**config.mk**
```make
export PLATFORM = sky130hd
export DESIGN_NAME = rr_grant_ctrl
export DESIGN_NICKNAME = d
export VERILOG_FILES = /design/src/rtl/arb_pkg.sv /design/src/rtl/rr_pick_mask.sv /design/src/rtl/rr_grant_ctrl.sv
export SDC_FILE = /design/constraint.sdc
export NUM_CORES = 1
export LEC_CHECK = 0
export ABC_CLOCK_PERIOD_IN_PS = 3200
export CAP_MARGIN = 20
export CORE_MARGIN = 2
export CORE_UTILIZATION = 56
export CTS_CLUSTER_SIZE = 16
export DETAILED_ROUTE_END_ITERATION = 10
export HOLD_SLACK_MARGIN = 0.06
export PLACE_DENSITY = 0.85
export SETUP_SLACK_MARGIN = 0.1
export SLEW_MARGIN = 20
export SYNTH_ARGS = -nofsm -noshare
export SYNTH_HDL_FRONTEND = slang
export SYNTH_SLANG_ARGS = --single-unit
```
**constraint.sdc**
```tcl
create_clock -name clock -period 3.2 [get_ports clock]
set_input_delay 0.32 -clock clock [delete_from_list [all_inputs] [get_ports clock]]
set_output_delay 0.32 -clock clock [all_outputs]
set_load 0.02 [all_outputs]
```
**src/rtl/arb_pkg.sv**
```systemverilog
// Shared arbiter types plus a loop-based reference search.
// The reference search is used to cross-check the rotate/find picker.
package arb_pkg;

    typedef enum logic {
        ARB_IDLE,
        ARB_OWN
    } arb_state_e;

    localparam int unsigned ARB_MAX_N = 16;

    // Returns {valid, index}. The search starts at ptr, wraps modulo n and skips excluded bits.
    function automatic logic [4:0] rr_pick(
        input logic [ARB_MAX_N-1:0] req,
        input logic [3:0]           ptr,
        input logic [ARB_MAX_N-1:0] exclude,
        input int unsigned          n
    );
        logic [4:0]  res;
        int unsigned idx;
        logic [3:0]  idx4;
        res = '0;
        for (int unsigned i = 0; i < ARB_MAX_N; i++) begin
            if (i < n) begin
                idx  = (32'(ptr) + i) % n;
                idx4 = idx[3:0];
                if (!res[4] && req[idx4] && !exclude[idx4]) begin
                    res = {1'b1, idx4};
                end
            end
        end
        return res;
    endfunction

endpackage

```
**src/rtl/rr_pick_mask.sv**
```systemverilog
// Combinational round-robin picker.
// It rotates the masked requests by ptr, finds the lowest set bit, then un-rotates the index.
module rr_pick_mask #(
    parameter int unsigned N  = 4,
    parameter int unsigned IW = $clog2(N)
) (
    input  logic [N-1:0]  req_i,
    input  logic [IW-1:0] ptr_i,
    input  logic [N-1:0]  excl_i,
    output logic          valid_o,
    output logic [IW-1:0] idx_o
);

    localparam logic [IW:0] N_C = (IW+1)'(N);

    logic [N-1:0]   masked;
    logic [2*N-1:0] doubled;
    logic [N-1:0]   rotated;
    logic [IW-1:0]  off;
    logic [IW:0]    sum;

    always_comb begin
        masked  = req_i & ~excl_i;
        doubled = {masked, masked} >> ptr_i;
        rotated = doubled[N-1:0];
        valid_o = |rotated;
        off     = '0;
        // Descending scan so the lowest set offset is the last one written.
        for (int unsigned j = N; j > 0; j--) begin
            if (rotated[j-1]) off = IW'(j-1);
        end
        sum   = {1'b0, ptr_i} + {1'b0, off};
        idx_o = (sum >= N_C) ? IW'(sum - N_C) : sum[IW-1:0];
    end

endmodule

```
**src/rtl/rr_grant_ctrl.sv**
```systemverilog
// Round-robin grant controller with a registered one-hot grant and a per-owner hold limit.
// Embedded properties cover grant shape, request causality, idle response and a liveness bound.
module rr_grant_ctrl
    import arb_pkg::*;
#(
    parameter int unsigned N        = 4,
    parameter int unsigned MAX_HOLD = 8
) (
    input  logic                 clock,
    input  logic                 reset,
    input  logic [N-1:0]         req,
    output logic [N-1:0]         gnt,
    output logic [$clog2(N)-1:0] gnt_id,
    output logic                 busy
);

    localparam int unsigned   IW         = $clog2(N);
    localparam int unsigned   HW         = $clog2(MAX_HOLD+1);
    localparam logic [HW-1:0] HOLD_MAX   = HW'(MAX_HOLD);
    localparam logic [IW-1:0] LAST_ID    = IW'(N-1);
    localparam int unsigned   LIVE_BOUND = N * (MAX_HOLD + 1);
    localparam logic [N-1:0]  FIRST_GNT  = N'(1);
    localparam logic [N-1:0]  LAST_GNT   = FIRST_GNT << (N-1);

    arb_state_e    state_q, state_d;
    logic [N-1:0]  gnt_q, gnt_d;
    logic [IW-1:0] id_q, id_d;
    logic [IW-1:0] ptr_q, ptr_d;
    logic [HW-1:0] hold_q, hold_d;
    logic          busy_q, busy_d;
    logic          pick_valid;
    logic [IW-1:0] pick_idx;
    logic          owner_req;
    logic          do_pick;

    // The current grant doubles as the exclusion mask; it is all-zero while idle.
    rr_pick_mask #(.N(N), .IW(IW)) u_pick (
        .req_i   (req),
        .ptr_i   (ptr_q),
        .excl_i  (gnt_q),
        .valid_o (pick_valid),
        .idx_o   (pick_idx)
    );

    always_ff @(posedge clock) begin
        if (reset) begin
            state_q <= ARB_IDLE;
            gnt_q   <= '0;
            id_q    <= '0;
            ptr_q   <= '0;
            hold_q  <= '0;
            busy_q  <= 1'b0;
        end else begin
            state_q <= state_d;
            gnt_q   <= gnt_d;
            id_q    <= id_d;
            ptr_q   <= ptr_d;
            hold_q  <= hold_d;
            busy_q  <= busy_d;
        end
    end

    always_comb begin
        state_d   = state_q;
        gnt_d     = gnt_q;
        id_d      = id_q;
        ptr_d     = ptr_q;
        hold_d    = hold_q;
        busy_d    = busy_q;
        owner_req = |(req & gnt_q);
        do_pick   = 1'b0;

        if (state_q == ARB_IDLE) begin
            do_pick = 1'b1;
        end else if (owner_req && hold_q < HOLD_MAX) begin
            hold_d = hold_q + 1'b1;
        end else begin
            do_pick = 1'b1;
        end

        if (do_pick) begin
            if (pick_valid) begin
                state_d         = ARB_OWN;
                gnt_d           = '0;
                gnt_d[pick_idx] = 1'b1;
                id_d            = pick_idx;
                ptr_d           = (pick_idx == LAST_ID) ? '0 : pick_idx + 1'b1;
                hold_d          = HW'(1);
                busy_d          = 1'b1;
            end else begin
                state_d = ARB_IDLE;
                gnt_d   = '0;
                id_d    = '0;
                hold_d  = '0;
                busy_d  = 1'b0;
            end
        end
    end

    assign gnt    = gnt_q;
    assign gnt_id = id_q;
    assign busy   = busy_q;

    logic [ARB_MAX_N-1:0] req_ext;
    logic [ARB_MAX_N-1:0] gnt_ext;
    logic [4:0]           ref_pick;

    always_comb begin
        req_ext          = '0;
        req_ext[N-1:0]   = req;
        gnt_ext          = '0;
        gnt_ext[N-1:0]   = gnt_q;
        ref_pick         = rr_pick(req_ext, 4'(ptr_q), gnt_ext, N);
    end

    a_onehot:  assert property (@(posedge clock) disable iff (reset) $onehot0(gnt));
    a_busy:    assert property (@(posedge clock) disable iff (reset) busy == |gnt);
    a_cause:   assert property (@(posedge clock) disable iff (reset) (gnt & ~$past(req)) == '0);
    a_idle:    assert property (@(posedge clock) disable iff (reset)
                                (state_q == ARB_IDLE && req != '0) |=> gnt != '0);
    a_hold:    assert property (@(posedge clock) disable iff (reset) hold_q <= HOLD_MAX);
    a_picker:  assert property (@(posedge clock) disable iff (reset)
                                ref_pick[4] == pick_valid && (!pick_valid || ref_pick[3:0] == 4'(pick_idx)));
    c_wrap:    cover property (@(posedge clock) disable iff (reset)
                                $past(gnt) == LAST_GNT && gnt == FIRST_GNT);

    // Each requester counts consecutive cycles spent waiting with its request held.
    for (genvar i = 0; i < N; i++) begin : g_live
        logic [31:0] wait_q;
        always_ff @(posedge clock) begin
            if (reset || !req[i] || gnt[i]) begin
                wait_q <= '0;
            end else if (wait_q < LIVE_BOUND) begin
                wait_q <= wait_q + 1'b1;
            end
        end
        a_live: assert property (@(posedge clock) disable iff (reset) wait_q < LIVE_BOUND);
    end

endmodule
```
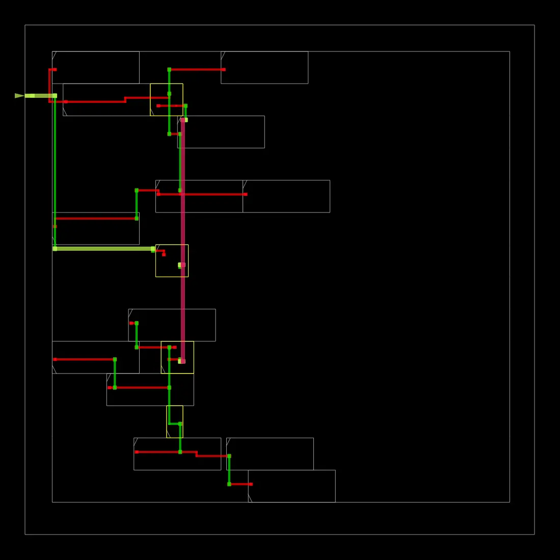
Run 1: clock routing
TritonCTS buffer count: 3
worst skew pair latency: 270 ps

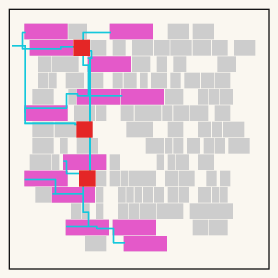
Run 1: clock wires, drivers and flops
Drawn at 6 px/µm.
Red shows clock-net drivers, count 3. Cyan shows clock wires, length 140 µm. Magenta shows flip-flops, count 13.
There are 4 routed clock nets.

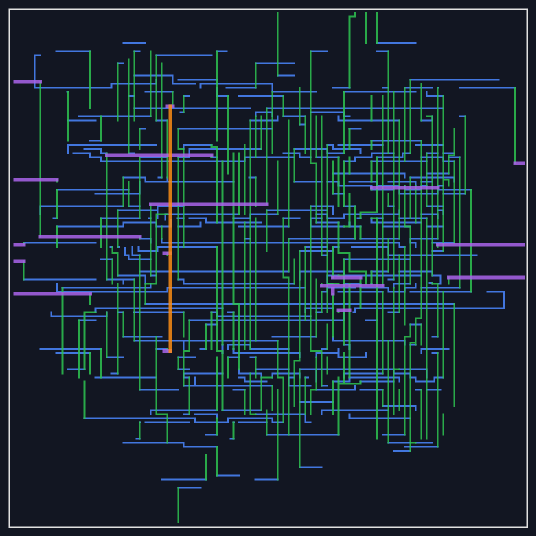
Run 1: signal wires by layer
Drawn at 12 px/µm.
Blue shows M1, wire length 902 µm. Orange shows M4, wire length 20.4 µm. Purple shows M3, wire length 69.0 µm. Green shows M2, wire length 999 µm.

==> job_summary.md, run 1 <==
## Implementation flow summary

| Metric | Value |
|---|---|
| Result of the run | finished clean |
| WL final | 1991 µm |
| Final Hold Vio Count | 0 |
| Initial DRC count | 23 |
| Die Ht | 43.04 µm |
| Relative slew margins | 65.58% |
| Ys async rst share | 0% |
| Pwr top | combinational cells |
| Unrepaired setup endpoints after global routing | false |
| Met2 wire len | 999 µm |
| Final min period | 2641 ps |
| Combinational fraction of the cell area | 54.06% |
| Crit. End Element | flop |
| Gpl congestion | 0.8966 |
| Post-synthesis cell count | 103 |
| Clock distribution power | 96.7 µW |
| Crit path depth | 11 |
| # clock sinks | 13 |
| # hold bufs at CTS | 0 |
| Routed Antenna Nets | 0 |
| Final #Nets | 125 |
| Bufs and invs on worst path | 1 |
| Min-delay worst type | flop to flop |
| Multi-input gates | 81 |
| Placed Cells | 126 |
| Ys cells | 103 |
| Final clock skew | 2.665 ps |
Run 1, supply network:
Drawn at 8 px/µm. Pins as bars on the die edge.
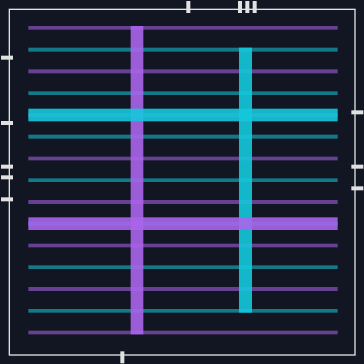

## Run 2: what changed since run 1
--- a/config.mk
+++ b/config.mk
@@ -5,14 +5,14 @@
 export SDC_FILE = /design/constraint.sdc
 export NUM_CORES = 1
 export LEC_CHECK = 0
-export ABC_CLOCK_PERIOD_IN_PS = 3200
+export ABC_CLOCK_PERIOD_IN_PS = 2300
 export CAP_MARGIN = 20
 export CORE_MARGIN = 2
-export CORE_UTILIZATION = 56
+export CORE_UTILIZATION = 47
 export CTS_CLUSTER_SIZE = 16
 export DETAILED_ROUTE_END_ITERATION = 10
 export HOLD_SLACK_MARGIN = 0.06
-export PLACE_DENSITY = 0.85
+export PLACE_DENSITY = 0.77
 export SETUP_SLACK_MARGIN = 0.1
 export SLEW_MARGIN = 20
 export SYNTH_ARGS = -nofsm -noshare
==> constraint.sdc (replaced) <==
create_clock -name clock -period 2.3 [get_ports clock]
set_input_delay 0.23 -clock clock [delete_from_list [all_inputs] [get_ports clock]]
set_output_delay 0.23 -clock clock [all_outputs]
set_load 0.02 [all_outputs]
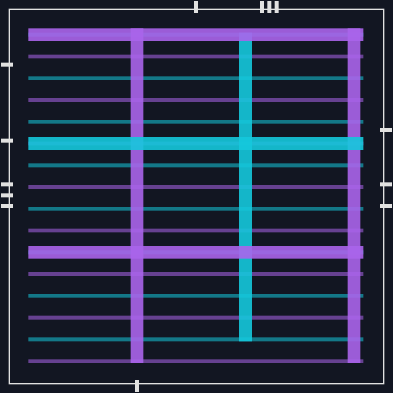
Run 2: supply network
Drawn at 8 px/µm. Pins as bars on the die edge.
Purple shows VSS. Cyan shows VDD.
3 straps on met4. 13 signal pins sit on the boundary. 3 straps on met5. 16 met1 rails follow the rows. The core has 15 rows.

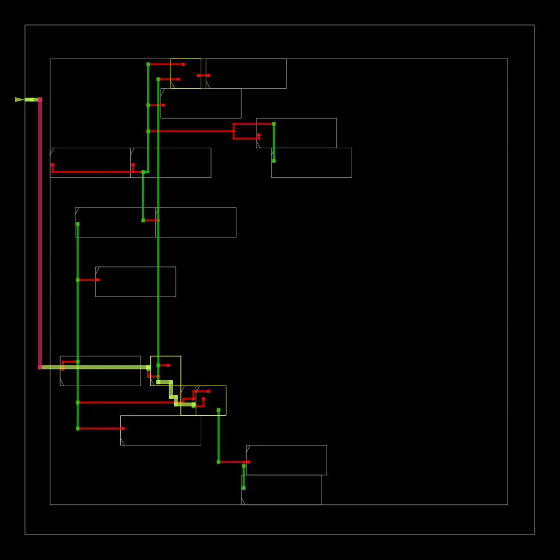
Run 2: clock routing
final clock skew: 3.624 ps
flop count: 13
# clock sinks: 13
number of clock buffers in the layout: 4
clock distribution power: 138 µW

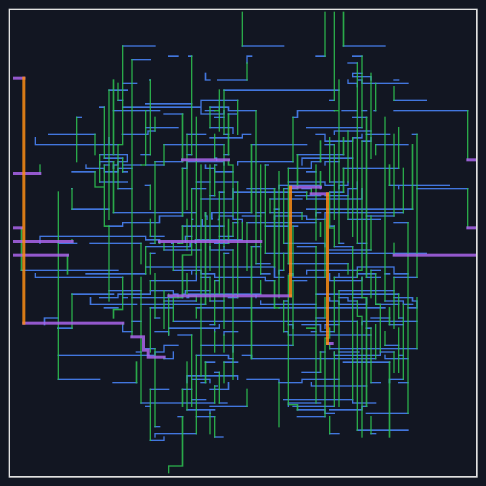
Run 2: signal wires by layer
Drawn at 10 px/µm.
Green shows M2, wire length 1,040 µm. Orange shows M4, wire length 50.3 µm. Blue shows M1, wire length 911 µm. Purple shows M3, wire length 71.5 µm.
overall routing resource usage: 22.03%
Avg WL per Cell: 13.63 µm
total vias in the final route: 874
WL final: 2072 µm

==> job_summary.md, run 2 <==
## Implementation flow summary

| Metric | Value |
|---|---|
| H-Tree Level Count | 1 |
| Pwr top | combinational cells |
| Bufs and invs on worst path | 1 (unchanged) |
| Die Ht | 46.61 µm (+8.3%) |
| Startpoint types | input pin |
| Relative slew margins | 66.22% (+0.64 points) |
| Routed Antenna Nets | 0 (unchanged) |
| Gpl congestion | 0.9837 (+9.7%) |
| Largest cells by area after synthesis | dfxtp_1 (30%), a21oi_1 (5.9%), ha_1 (5.9%) |
| Post-synth EDFFs | 0 |
| Placed Cells | 148 (+17%) |
| Final Hold Vio Count | 0 (unchanged) |
| Hold WS | 465.6 ps |
| Flop share of the area | 23.50% |
| P_leak | 0.0004288 µW |
| Worst Setup SP | req[0] |
| Multi-input gates | 81 (unchanged) |
| Initial DRC count | 33 (+43%) |
| Crit path depth | 11 (unchanged) |
| Global route hottest layer | met2 |
| Final setup margin | 224.8 ps |
| Met2 wire len | 1039 µm (+4.0%) |
| Result of the run | finished clean |
| Routed met1 length | 911 µm |
| Final min period | 2075 ps |
| Min-delay worst type | flop to flop |
| I/O Buffers | 12 |
| Adders+Majority by Area | 5.865% |
| Worst skew pair latency | 270 ps (about the same) |
| Met3 wire len | 71 µm |
| Core area | 1708 µm² |
| Ys cells | 103 (unchanged) |
| Combinational fraction of the cell area | 49.27% (-4.8 points) |
| Post-synthesis cell count | 103 (unchanged) |
| Post-synth top cells | dfxtp_1 (13), a21oi_1 (10), nor2_1 (9) |
| First-pass GRT wire length | 3325 µm |
| Unrepaired setup endpoints after global routing | false |
| Final Util | 64.84% |
| Ys async rst share | 0% (unchanged) |
| # hold bufs at CTS | 0 (unchanged) |
| Pre-antenna DRT Iters | 4 |
| Area post-placement | 1069 µm² |
| TritonCTS buffer count | 3 (unchanged) |
| Crit. End Element | flop |
| Final #Nets | 138 (+10%) |
Power figures rest on the tool's default switching activity, not on a simulated workload.
